`src/rtl/conv_addr_seq_if.sv`:
```
// Handshake and address bus of the convolution address sequencer.
// The slave modport is the sequencer. The master modport is its controller or consumer.
interface conv_addr_seq_if #(
  parameter int ADDR_W = 8,
  parameter int NBANK  = 11,
  parameter int KSIZE  = 11
);
  localparam int KW = (KSIZE > 1) ? $clog2(KSIZE) : 1;

  logic                    go;
  logic                    stall;
  logic [NBANK*ADDR_W-1:0] addr;
  logic [KW-1:0]           filter_addr;
  logic [5:0]              row;
  logic                    tap_valid;
  logic                    first_tap;
  logic                    last_tap;
  logic                    win_done;
  logic                    busy;
  logic                    done;

  modport master (
    output go, stall,
    input  addr, filter_addr, row, tap_valid, first_tap, last_tap, win_done, busy, done
  );

  modport slave (
    input  go, stall,
    output addr, filter_addr, row, tap_valid, first_tap, last_tap, win_done, busy, done
  );
endinterface

```
`src/rtl/conv_addr_seq.sv`:
```
// Convolution address sequencer: per-bank read addresses, tap index and accumulator control.
// Optional feature macro: CONV_ADDR_SEQ_STALL_EN (when defined, stall freezes every register).
module conv_addr_seq #(
  parameter int ADDR_W    = 8,
  parameter int NBANK     = 11,
  parameter int KSIZE     = 11,
  parameter int STRIDE    = 4,
  parameter int OUT_COLS  = 7,
  parameter int NPASS     = 7,
  parameter int ROW_WORDS = 35,
  parameter int PIPE_LAT  = 4
) (
  input  logic            clk,
  input  logic            rst,
  conv_addr_seq_if.slave  bus
);
  localparam int KW = (KSIZE    > 1) ? $clog2(KSIZE)    : 1;
  localparam int CW = (OUT_COLS > 1) ? $clog2(OUT_COLS) : 1;
  localparam int PW = (NPASS    > 1) ? $clog2(NPASS)    : 1;
  localparam int BW = (NBANK    > 1) ? $clog2(NBANK)    : 1;
  localparam int DW = (PIPE_LAT > 1) ? $clog2(PIPE_LAT) : 1;

  typedef enum logic [1:0] {IDLE, RUN, DRAIN, FIN} state_t;

  state_t              state_q, state_d;
  logic [KW-1:0]       k_q;
  logic [CW-1:0]       c_q;
  logic [PW-1:0]       p_q;
  logic [5:0]          row_q;
  logic [ADDR_W-1:0]   col_off_q;   // c*STRIDE
  logic [ADDR_W-1:0]   base_div_q;  // (p*STRIDE) / NBANK
  logic [BW-1:0]       base_mod_q;  // (p*STRIDE) % NBANK
  logic [BW-1:0]       base_mod_nxt;
  logic                base_carry;
  logic [DW-1:0]       drain_q;
  logic [PIPE_LAT-1:0] wd_sr;
  logic                hold;

`ifdef CONV_ADDR_SEQ_STALL_EN
  assign hold = bus.stall;
`else
  logic unused_stall;
  assign unused_stall = bus.stall;
  assign hold         = 1'b0;
`endif

  logic k_wrap, c_wrap, p_last, seq_end, drain_end;
  assign k_wrap    = (k_q == KW'(KSIZE - 1));
  assign c_wrap    = (c_q == CW'(OUT_COLS - 1));
  assign p_last    = (p_q == PW'(NPASS - 1));
  assign seq_end   = (state_q == RUN) && k_wrap && c_wrap && p_last;
  assign drain_end = (drain_q == DW'(PIPE_LAT - 1));

  // Incremental pass base: the top row advances by STRIDE, which never exceeds NBANK.
  always_comb begin
    int mod_sum;
    mod_sum = int'(base_mod_q) + STRIDE;
    base_carry   = (mod_sum >= NBANK);
    base_mod_nxt = base_carry ? BW'(mod_sum - NBANK) : BW'(mod_sum);
  end

  // NOTE: every signal written in an always_comb gets a default first, so no path leaves it unassigned and no latch is inferred.
  always_comb begin
    state_d = state_q;
    case (state_q)
      IDLE:    if (bus.go)   state_d = RUN;
      RUN:     if (seq_end)  state_d = DRAIN;
      DRAIN:   if (drain_end) state_d = FIN;
      FIN:     state_d = IDLE;
      default: state_d = IDLE;
    endcase
  end

  // NOTE: sequential state uses non-blocking assignments so every register samples pre-edge values.
  always_ff @(posedge clk) begin
    if (rst) begin
      state_q    <= IDLE;
      k_q        <= '0;
      c_q        <= '0;
      p_q        <= '0;
      row_q      <= '0;
      col_off_q  <= '0;
      base_div_q <= '0;
      base_mod_q <= '0;
      drain_q    <= '0;
      // NOTE: the win_done delay line is reset too; after an abort a stale bit would report a window that never finished.
      wd_sr      <= '0;
    end else if (!hold) begin
      state_q <= state_d;
      wd_sr   <= (wd_sr << 1) | PIPE_LAT'(bus.last_tap);
      case (state_q)
        IDLE: begin
          if (bus.go) begin
            k_q        <= '0;
            c_q        <= '0;
            p_q        <= '0;
            row_q      <= '0;
            col_off_q  <= '0;
            base_div_q <= '0;
            base_mod_q <= '0;
          end
        end
        RUN: begin
          drain_q <= '0;
          // At the final tap the counters stay put so the outputs hold during DRAIN/FIN.
          if (!seq_end) begin
            if (!k_wrap) begin
              k_q <= k_q + 1'b1;
            end else begin
              k_q <= '0;
              if (!c_wrap) begin
                c_q       <= c_q + 1'b1;
                col_off_q <= col_off_q + ADDR_W'(STRIDE);
              end else begin
                c_q        <= '0;
                col_off_q  <= '0;
                p_q        <= p_q + 1'b1;
                row_q      <= row_q + 6'(STRIDE);
                base_mod_q <= base_mod_nxt;
                base_div_q <= base_div_q + ADDR_W'(base_carry);
              end
            end
          end
        end
        DRAIN:   drain_q <= drain_q + 1'b1;
        default: ;
      endcase
    end
  end

  // Bank b holds the window row congruent to b; banks below the base remainder
  // already hold the next stored row, one ROW_WORDS block further in.
  always_comb begin
    logic [ADDR_W-1:0] bank_div;
    bus.addr = '0;
    bank_div = '0;
    for (int b = 0; b < NBANK; b++) begin
      bank_div = base_div_q + ((BW'(b) < base_mod_q) ? ADDR_W'(1) : ADDR_W'(0));
      bus.addr[b*ADDR_W +: ADDR_W] = bank_div * ADDR_W'(ROW_WORDS) + col_off_q + ADDR_W'(k_q);
    end
  end

  assign bus.filter_addr = k_q;
  assign bus.row         = row_q;
  assign bus.tap_valid   = (state_q == RUN);
  assign bus.first_tap   = (state_q == RUN) && (k_q == '0);
  assign bus.last_tap    = (state_q == RUN) && k_wrap;
  assign bus.win_done    = wd_sr[PIPE_LAT-1];
  assign bus.busy        = (state_q != IDLE);
  assign bus.done        = (state_q == FIN);
endmodule

```
`src/flat_wrapper.sv`:
```
// flat-port wrapper written by rule: the top's interface ports become plain ports
module conv_addr_seq_flat 
#(
  parameter int ADDR_W    = 8,
  parameter int NBANK     = 11,
  parameter int KSIZE     = 11,
  parameter int STRIDE    = 4,
  parameter int OUT_COLS  = 7,
  parameter int NPASS     = 7,
  parameter int ROW_WORDS = 35,
  parameter int PIPE_LAT  = 4
)
  (clk, rst, bus_go, bus_stall, bus_addr, bus_filter_addr, bus_row, bus_tap_valid, bus_first_tap, bus_last_tap, bus_win_done, bus_busy, bus_done);
  conv_addr_seq_if #(.ADDR_W(ADDR_W), .NBANK(NBANK), .KSIZE(KSIZE)) bus_i ();
  input  logic clk;
  input  logic rst;
  input wire logic [$bits(bus_i.go)-1:0] bus_go;
  input wire logic [$bits(bus_i.stall)-1:0] bus_stall;
  output wire logic [$bits(bus_i.addr)-1:0] bus_addr;
  output wire logic [$bits(bus_i.filter_addr)-1:0] bus_filter_addr;
  output wire logic [$bits(bus_i.row)-1:0] bus_row;
  output wire logic [$bits(bus_i.tap_valid)-1:0] bus_tap_valid;
  output wire logic [$bits(bus_i.first_tap)-1:0] bus_first_tap;
  output wire logic [$bits(bus_i.last_tap)-1:0] bus_last_tap;
  output wire logic [$bits(bus_i.win_done)-1:0] bus_win_done;
  output wire logic [$bits(bus_i.busy)-1:0] bus_busy;
  output wire logic [$bits(bus_i.done)-1:0] bus_done;
  assign bus_i.go = bus_go;
  assign bus_i.stall = bus_stall;
  assign bus_addr = bus_i.addr;
  assign bus_filter_addr = bus_i.filter_addr;
  assign bus_row = bus_i.row;
  assign bus_tap_valid = bus_i.tap_valid;
  assign bus_first_tap = bus_i.first_tap;
  assign bus_last_tap = bus_i.last_tap;
  assign bus_win_done = bus_i.win_done;
  assign bus_busy = bus_i.busy;
  assign bus_done = bus_i.done;
  conv_addr_seq #(.ADDR_W(ADDR_W), .NBANK(NBANK), .KSIZE(KSIZE), .STRIDE(STRIDE), .OUT_COLS(OUT_COLS), .NPASS(NPASS), .ROW_WORDS(ROW_WORDS), .PIPE_LAT(PIPE_LAT)) u_core (.clk(clk), .rst(rst), .bus(bus_i));
endmodule
```
`config.mk`:
```
export PLATFORM = sky130hd
export DESIGN_NAME = conv_addr_seq_flat
export DESIGN_NICKNAME = d
export VERILOG_FILES = /design/src/rtl/conv_addr_seq_if.sv /design/src/rtl/conv_addr_seq.sv /design/src/flat_wrapper.sv
export SDC_FILE = /design/constraint.sdc
export NUM_CORES = 1
export LEC_CHECK = 0
export CAP_MARGIN = 25
export CORE_ASPECT_RATIO = 0.8
export CORE_MARGIN = 4
export CORE_UTILIZATION = 40
export CTS_BUF_LIST = sky130_fd_sc_hd__clkbuf_2
export DETAILED_ROUTE_END_ITERATION = 8
export PLACE_DENSITY = 0.63
export SLEW_MARGIN = 20
export SYNTH_ARGS = -nofsm -noshare
export SYNTH_HDL_FRONTEND = slang
export SYNTH_SLANG_ARGS = --single-unit
export TNS_END_PERCENT = 100
```
`constraint.sdc`:
```
create_clock -name clk -period 10.65 [get_ports clk]
set_input_delay 1.5975 -clock clk [delete_from_list [all_inputs] [get_ports clk]]
set_output_delay 1.5975 -clock clk [all_outputs]
set_load 0.02 [all_outputs]
```
**Run 1: signal wires on met1**

Drawn at 2 px/micron.
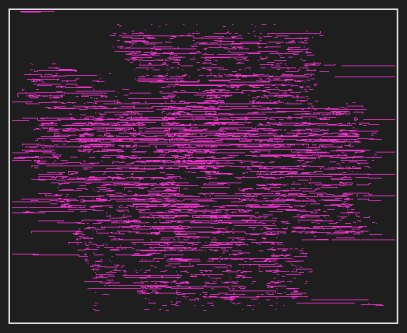
The layer carries 12500 microns of wire. The longest straight run is 80.0 microns.

**Run 1: cells colored by class**

Drawn at 2 px/micron.
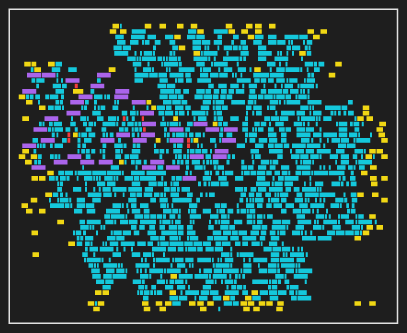
Key: yellow = other buffers and delay cells [cells 114, share of their area 9.3%]; purple = flip-flops [cells 40, share of their area 6.7%]; red = clock drivers and dummy loads [cells 8, share of their area 0.32%]; cyan = all other logic [cells 1141, share of their area 84%]

**Run 1: sizing map**

Drawn at 2 px/micron.
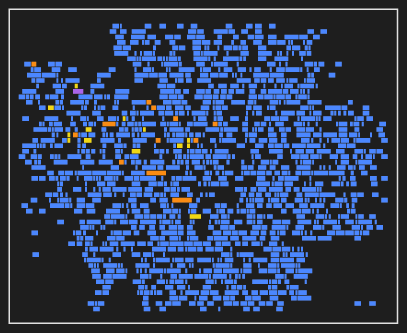
Key: blue = drive 1 or less [cells 1277, share 98%]; yellow = drive 2 [cells 13, share 1.0%]; purple = drive 6 and up [cells 1, share 0.077%]; orange = drive 3 to 4 [cells 12, share 0.92%]

**Run 1: routing congestion map**

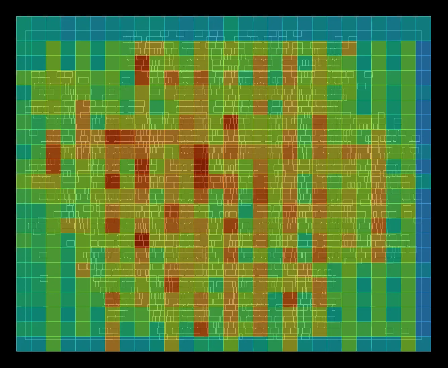
most heavily used metal layer in global routing: met2
gr usage total: 16.1%
met3 usage in global routing: 1.68%
post-layout utilization of the core: 46.8%
met2 usage: 26.8%

==> run 1: stage by stage <==
step	setup WS, ps	utilization (%)	std cells	total power (W)	instance area, sq um
4_1_cts	2930	46.7	1658	0.00104	12400
2_1_floorplan	4640	-	1209	0.000669	11000
3_5_place_dp	3430	46.5	1650	0.000965	12400
3_3_place_gp	3520	46.5	1650	0.000953	12400
6_report	2910	46.8	1660	0.00103	12500
5_1_grt	2530	46.8	1660	0.00113	12500
==> run 1: area by class of cell <==
cell class	instances	area, sq um	area share [%]
tap	357	447	3.58
clock buffer	7	35.0	0.281
timing repair buffer	114	1120	9.01
inverter	253	950	7.62
multi-input combinational	888	9110	73.1
sequential	40	801	6.42
clock inverter	1	3.75	0.0301
==> run 1: worst max path at each step <==
stage	slack, ps	cells past startpoint	to	startpoint
3_5_place_dp	3430	14	bus_addr[63]	u_core.base_div_q[3]
2_1_floorplan	4640	19	bus_addr[39]	u_core.base_mod_q[2]
5_1_grt	2530	14	bus_addr[63]	u_core.base_div_q[3]
3_3_place_gp	3520	14	bus_addr[87]	u_core.base_div_q[3]
6_report	2910	14	bus_addr[63]	u_core.base_div_q[3]
4_1_cts	2930	14	bus_addr[63]	u_core.base_div_q[3]
==> run 1: power groups by stage <==
stage / Sequential, W / Clock (W) / Combinational, W
after floorplan: 0.000192 / 0 / 0.000477
after global placement: 0.000191 / 0 / 0.000762
after detailed placement: 0.000192 / 0 / 0.000772
after global routing: 0.000191 / 0.0000785 / 0.000857
final: 0.000188 / 0.0000704 / 0.000772
after CTS: 0.000189 / 0.0000707 / 0.000779
==> run 1: cell families (layout without fill, tap and decap cells) <==
logic type	count (synthesis)	in the layout	synth area share, %
buffers and inverters	281	375	9.92
adders and majority gates	395	395	51.0
DFF	40	40	7.28
and+or+nand+nor	162	162	6.90
muxes	3	3	0.273
other	1	2	0.0341
xor gates and xnor gates	197	197	17.5
AOI/OAI and AO/OA	129	129	7.16
==> run 1: cell usage in the layout (no fill, tap or decap), types with 3 or more instances in the layout <==
master	count
sky130_fd_sc_hd__ha_1	307
sky130_fd_sc_hd__nor3_1	6
sky130_fd_sc_hd__buf_4	9
sky130_fd_sc_hd__a21oi_1	62
sky130_fd_sc_hd__a31oi_1	3
sky130_fd_sc_hd__nand2b_1	6
sky130_fd_sc_hd__dfxtp_1	40
sky130_fd_sc_hd__xnor3_1	11
sky130_fd_sc_hd__inv_1	253
sky130_fd_sc_hd__and3_1	3
sky130_fd_sc_hd__mux2i_1	3
sky130_fd_sc_hd__clkbuf_2	7
sky130_fd_sc_hd__nor2_1	19
sky130_fd_sc_hd__xor2_1	28
sky130_fd_sc_hd__o21ai_0	17
sky130_fd_sc_hd__fa_1	88
sky130_fd_sc_hd__clkdlybuf4s50_1	104
sky130_fd_sc_hd__nand3_1	23
sky130_fd_sc_hd__a211oi_1	8
sky130_fd_sc_hd__nand2_1	78
sky130_fd_sc_hd__or3_1	7
sky130_fd_sc_hd__xnor2_1	155
sky130_fd_sc_hd__and2_1	3
sky130_fd_sc_hd__a21o_1	24
sky130_fd_sc_hd__nor2b_1	3
sky130_fd_sc_hd__nand4_1	4
==> results.yml, run 1 <==
# implementation run metrics
logic_synthesis:
  post_synth_inst_count: 1208
  synth_top_flop_cell: "sky130_fd_sc_hd__dfxtp_1"
  synth.yosys.chip_area_sq_um: 11000
  synth.area.top_cells: "sky130_fd_sc_hd__ha_1, sky130_fd_sc_hd__fa_1, sky130_fd_sc_hd__xnor2_1, sky130_fd_sc_hd__inv_1, sky130_fd_sc_hd__dfxtp_1"
  synth_cell_types: 51
  async_set_or_reset_flop_fraction_in_the_synthesized_netlist_pct: 0
  top_area_share_pct: 34.9
critical_path:
  most_frequent_cell_on_critical_path: "sky130_fd_sc_hd__ha_1"
  slowest_stage: "sky130_fd_sc_hd__dfxtp_1"
  criticalPathCategory: "flop to primary output"
  crit_family: "adder cells"
  timing.critical_path.required_ps: 9050
  r2r_cell_count: 8
floorplan:
  dieArea_sq_um: 30200
  die_w_microns: 193
route:
  wl_met1_mm: 12.5
  drt_drc_violations_left: 0
  vias_per_cell: 4.77
  wl_met3_microns: 721
timing:
  achievable_freq_ghz: 0.129
  final.hold.worst_slack_ps: 460
  slew_viol_final: 0
  worst_slew_margin_rel_pct: 34.8
cts:
  clock_tree.buffer_depth: 2
  path_clk_slew_ps: 220
  cts_buffer_count: 5
  clock_tree.root_cell: "sky130_fd_sc_hd__clkbuf_2"
  cts.hold.buffers_added: 0
  cts_max_level: 2
  worstSkewPairLatency_ps: 430
global_route:
  groute.layer.met1.usage_pct: 23.6
  number_of_antenna_violations_at_the_first_check_in_global_routing: 0
  vias_in_the_first_global_route: 8085
layout:
  num-nets-final: 1701
  flow.area_growth_from_synthesis_pct: 13.4
  layout-drive-gt1-share_pct: 2.00
power:
  power_density_nw_per_um2: 82.7
  share_comb_of_total_power_pct: 74.9
  switching_share_pct: 50.7
  leakage_nw: 7.07
status:
  status: "completed"
run:
  tool_warnings: 42
==> inputs of run 2 (changes only) <==
Clock period 10.65 ns to 7.9 ns, I/O delays scaled along.
==> run 2 against run 1 <==
  * Via count is essentially flat
  * Cell count is 0.24% higher
  * Critical endpoint is now bus_addr[87]
  * Flip-flop count unchanged
  * Global-route usage up 0.15 points
  * Setup slack worse by 2000 ps
  * Die size is the same
  * Critical path depth is the same
  * Routed wire length up 1.4%
  * Sequential power grew 35%
  * Combinational power up 35%
  * Largest power group unchanged
  * Highest routed layer unchanged
  * Register-to-register slack got worse by 2700 ps
==> results.yml, run 2 <==
# implementation run metrics
cts:
  cts_max_level: 2
  worstSkewPairLatency_ps: 430
  cts.hold.buffers_added: 0
  cts_buffer_count: 5
  path_clk_slew_ps: 210
  clock_tree.buffer_depth: 2
place:
  placed_cells: 1655
  postPlaceCellArea_sq_um: 12400
route:
  vias_per_cell: 4.76
  drt_drc_violations_left: 0
layout:
  flow.area_growth_from_synthesis_pct: 13.7
  finalCoreUtilization_pct: 46.9
  design_area_sq_um: 12500
  layout-drive-gt1-share_pct: 2.37
  post_layout_nonfiller_instances: 1664
  final_layout_top_logic_cell: "sky130_fd_sc_hd__ha_1"
global_route:
  number_of_antenna_violations_at_the_first_check_in_global_routing: 0
  groute.layer.met1.usage_pct: 23.0
  grt_use_total_pct: 16.2
timing:
  worst_slew_margin_rel_pct: 39.1
power:
  leakage_nw: 7.09
  post-layout-total-power_w: 0.00138
  power_density_nw_per_um2: 111
logic_synthesis:
  synth_cell_types: 51
  post_synth_inst_count: 1208
  synth.area.top_cells: "sky130_fd_sc_hd__ha_1, sky130_fd_sc_hd__fa_1, sky130_fd_sc_hd__xnor2_1, sky130_fd_sc_hd__inv_1, sky130_fd_sc_hd__dfxtp_1"
floorplan:
  die_w_microns: 193
  dieArea_sq_um: 30200
run:
  tool_warnings: 42
critical_path:
  criticalPathCategory: "flop to primary output"
status:
  status: "completed"
[run 2: metal layers]
| metal | wire length, microns | up-vias |
|---|---|---|
| li1 | - | 4088 |
| met1 | 12100 | 3708 |
| met2 | 11000 | 108 |
| met3 | 790 | 16 |
| met4 | 222 | 0 |
| met5 | 0 | - |
[run 2: through the flow]
step	hold WS, ps	worst slack (ps)
global placement	426	1400
floorplan	414	2300
finish	462	868
detailed placement	428	1330
global route	470	445
CTS	465	835
[run 2: area by class of cell]
cell class	count	area, sq um	area share, %
Clock buffer	6	30.0	0.240
Multi-Input combinational cell	888	9110	72.9
Clock inverter	1	5.00	0.0400
Inverter	253	950	7.60
Sequential cell	40	801	6.41
Tap cell	357	447	3.57
Timing Repair Buffer	119	1160	9.29
[run 2: final timing paths]
| path | from | end | slack [ps] | cells after the start |
|---|---|---|---|---|
| hold reg to reg | u_core.wd_sr[0] | u_core.wd_sr[1] | 460 | 1 |
| setup reg to reg | u_core.bus.filter_addr[1] | u_core.base_div_q[7] | 4830 | 8 |
| hold / removal | u_core.wd_sr[0] | u_core.wd_sr[1] | 460 | 1 |
| setup / recovery | u_core.base_div_q[2] | bus_addr[87] | 870 | 14 |
[run 2: report_power, final]
group | leakage [nW] | switching, W | internal (W)
clock network | 0.0288 | 0.0000731 | 0.0000211
registers | 0.323 | 0.0000331 | 0.000219
logic | 6.74 | 0.000597 | 0.000442
[run 2: cells by family (layout without fill, tap and decap cells)]
kind of cell	count (synthesis)	count (layout)	synth area share [%]
mux	3	3	0.273
fa+ha+maj	395	395	51.0
flops	40	40	7.28
other cells	1	2	0.0341
compound gates	129	129	7.16
xor+xnor	197	197	17.5
simple gates	162	162	6.90
buf+inv	281	379	9.92
[run 2: critical path, stage by stage, from the launching register on]
cell,delay [ps]
sky130_fd_sc_hd__dfxtp_1,790
sky130_fd_sc_hd__and4_1,880
sky130_fd_sc_hd__nand2_1,170
sky130_fd_sc_hd__xnor2_1,270
sky130_fd_sc_hd__ha_1,280
sky130_fd_sc_hd__ha_1,280
sky130_fd_sc_hd__inv_1,50
sky130_fd_sc_hd__fa_1,510
sky130_fd_sc_hd__fa_1,550
sky130_fd_sc_hd__inv_1,40
sky130_fd_sc_hd__ha_1,320
sky130_fd_sc_hd__a21oi_1,140
sky130_fd_sc_hd__o21ai_0,110
sky130_fd_sc_hd__xnor3_1,380
sky130_fd_sc_hd__clkdlybuf4s50_1,620
**Run 2: sizing map**

Drawn at 2 px/micron.
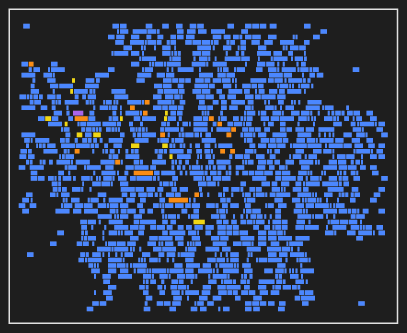
Key: orange = drive 3 to 4 [cells 17, share 1.3%]; purple = drive 6 and up [cells 1, share 0.077%]; yellow = drive 2 [cells 13, share 0.99%]; blue = drive 1 or less [cells 1276, share 98%]

**Run 2: routing congestion map**

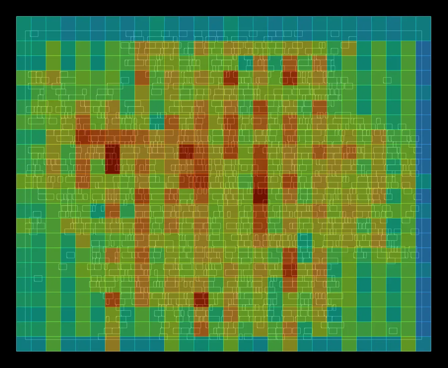
detailed-route wire length per cell: 14.5 microns
met2 usage: 28.0%

==> inputs of run 3 (changes only) <==
Settings changed: SKIP_CTS_REPAIR_TIMING set to 1, SLEW_MARGIN 20 to not set.
==> run 3 against run 2 <==
  * Critical path depth unchanged
  * Critical endpoint unchanged
  * Total power grew 0.22%
  * First-iteration DRC count shrank 7.3%
  * Largest cell class unchanged
  * Critical path type unchanged
  * Worst hold slack is essentially flat
  * Routed wire length is 0.17% higher
  * Core utilization is essentially flat
  * Clock power is essentially flat
  * Cell count hardly changed
==> results.yml, run 3 <==
# implementation run metrics
status:
  status: "completed"
critical_path:
  regToRegSetupSlack_ps: 4800
  criticalPathCategory: "flop to primary output"
  r2r_cell_count: 7
  crit_family: "adder cells"
  critical_path.max_stage_delay_ps: 880
  timing.critical_path.required_ps: 6710
layout:
  design_area_sq_um: 12500
  num-nets-final: 1705
  final_layout_top_logic_cell: "sky130_fd_sc_hd__ha_1"
  layout-drive-gt1-share_pct: 2.30
floorplan:
  dieArea_sq_um: 30200
route:
  drt_drc_violations_left: 0
  wl_per_cell_microns: 14.5
logic_synthesis:
  post_synth_inst_count: 1208
  synth.area.top_cells: "sky130_fd_sc_hd__ha_1, sky130_fd_sc_hd__fa_1, sky130_fd_sc_hd__xnor2_1, sky130_fd_sc_hd__inv_1, sky130_fd_sc_hd__dfxtp_1"
  async_set_or_reset_flop_fraction_in_the_synthesized_netlist_pct: 0
  top_area_share_pct: 34.9
  synth_cell_types: 51
power:
  leakage_nw: 7.09
  post-layout-total-power_w: 0.00139
hold_path:
  number_of_cells_traversed_by_the_worst_hold_path: 1
  timing.hold.worst_endpoint: "u_core.wd_sr[1]"
global_route:
  number_of_antenna_violations_at_the_first_check_in_global_routing: 0
cts:
  path_clk_slew_ps: 200
timing:
  final.hold.worst_slack_ps: 462
  achievable_freq_ghz: 0.142
  worst_slew_margin_rel_pct: 30.7
-- run 3: netlist changes by cell type in the layout (fill, tap and decap cells not counted), sizes merged --
cell / change
buf: -1
-- run 3: worst max path at each step --
stage	endpoint	slack, ps	cells after the start
after floorplan	bus_addr[39]	2300	19
after global placement	bus_addr[87]	1400	14
after detailed placement	bus_addr[87]	1330	14
after CTS	bus_addr[87]	840	14
after global routing	bus_addr[39]	440	20
final	bus_addr[87]	880	14
-- run 3: logic make-up (layout without fill, tap and decap cells) --
| group | count (synthesis) | after routing | share of synthesized area [%] |
|---|---|---|---|
| adders and majority gates | 395 | 395 | 51.0 |
| buffers and inverters | 281 | 378 | 9.92 |
| xor gates and xnor gates | 197 | 197 | 17.5 |
| and+or+nand+nor | 162 | 162 | 6.90 |
| AOI/OAI and AO/OA | 129 | 129 | 7.16 |
| DFF | 40 | 40 | 7.28 |
| muxes | 3 | 3 | 0.273 |
| other | 1 | 2 | 0.0341 |
-- run 3: area by class of cell --
class / instances / area, sq um / share of cell area [%]
Clock buffer: 6 / 30.0 / 0.240
Clock inverter: 1 / 5.00 / 0.0400
Inverter: 253 / 950 / 7.59
Multi-Input combinational cell: 888 / 9110 / 72.8
Sequential cell: 40 / 801 / 6.40
Tap cell: 357 / 447 / 3.57
Timing Repair Buffer: 118 / 1170 / 9.32
-- run 3: report_power, final --
part / switching, W / leakage [nW] / internal [W]
logic: 0.000597 / 6.74 / 0.000444
registers: 0.0000331 / 0.323 / 0.000219
clock network: 0.0000730 / 0.0288 / 0.0000211
-- run 3: worst reg2reg max path, stage by stage (launching register included) --
cell and delay (ps):
sky130_fd_sc_hd__dfxtp_1 810, sky130_fd_sc_hd__buf_4 370, sky130_fd_sc_hd__ha_1 230, sky130_fd_sc_hd__nand3b_1 160, sky130_fd_sc_hd__a31oi_1 350, sky130_fd_sc_hd__o21ai_1 400, sky130_fd_sc_hd__or4_1 600, sky130_fd_sc_hd__a21oi_1 150
-- run 3: per-stage QoR --
step / std cells / setup slack (ps) / util (%)
after global routing: 1663 / 445 / 46.9
after detailed placement: 1655 / 1330 / 46.7
after global placement: 1655 / 1400 / 46.7
final: 1663 / 875 / 46.9
after floorplan: 1209 / 2300 / -
after CTS: 1662 / 835 / 46.8
-- run 3: routing by layer --
layer  GRT usage [%]  share of wire, %
met1            23.0                50
met2            28.0                46
met3            1.68               3.2
met4            1.75              0.76
met5               0                 0
**Run 3: cells colored by class**

Drawn at 2 px/micron.
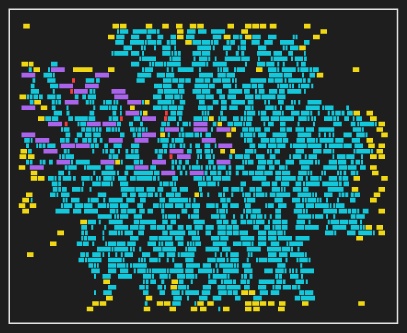
Key: cyan = all other logic [cells 1141, share of their area 83%]; purple = flip-flops [cells 40, share of their area 6.6%]; yellow = other buffers and delay cells [cells 118, share of their area 9.7%]; red = clock drivers and dummy loads [cells 7, share of their area 0.29%]

**Run 3: signal wires on met1**

Drawn at 2 px/micron.
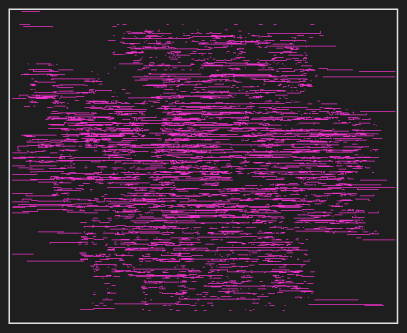
The layer holds 50% of the routed length. The wires run mostly horizontal. 1589 nets have wire on it. The layer carries 12100 microns of wire. The longest straight run is 47.8 microns.

Power figures rest on the tool's default switching activity, not on a simulated workload.
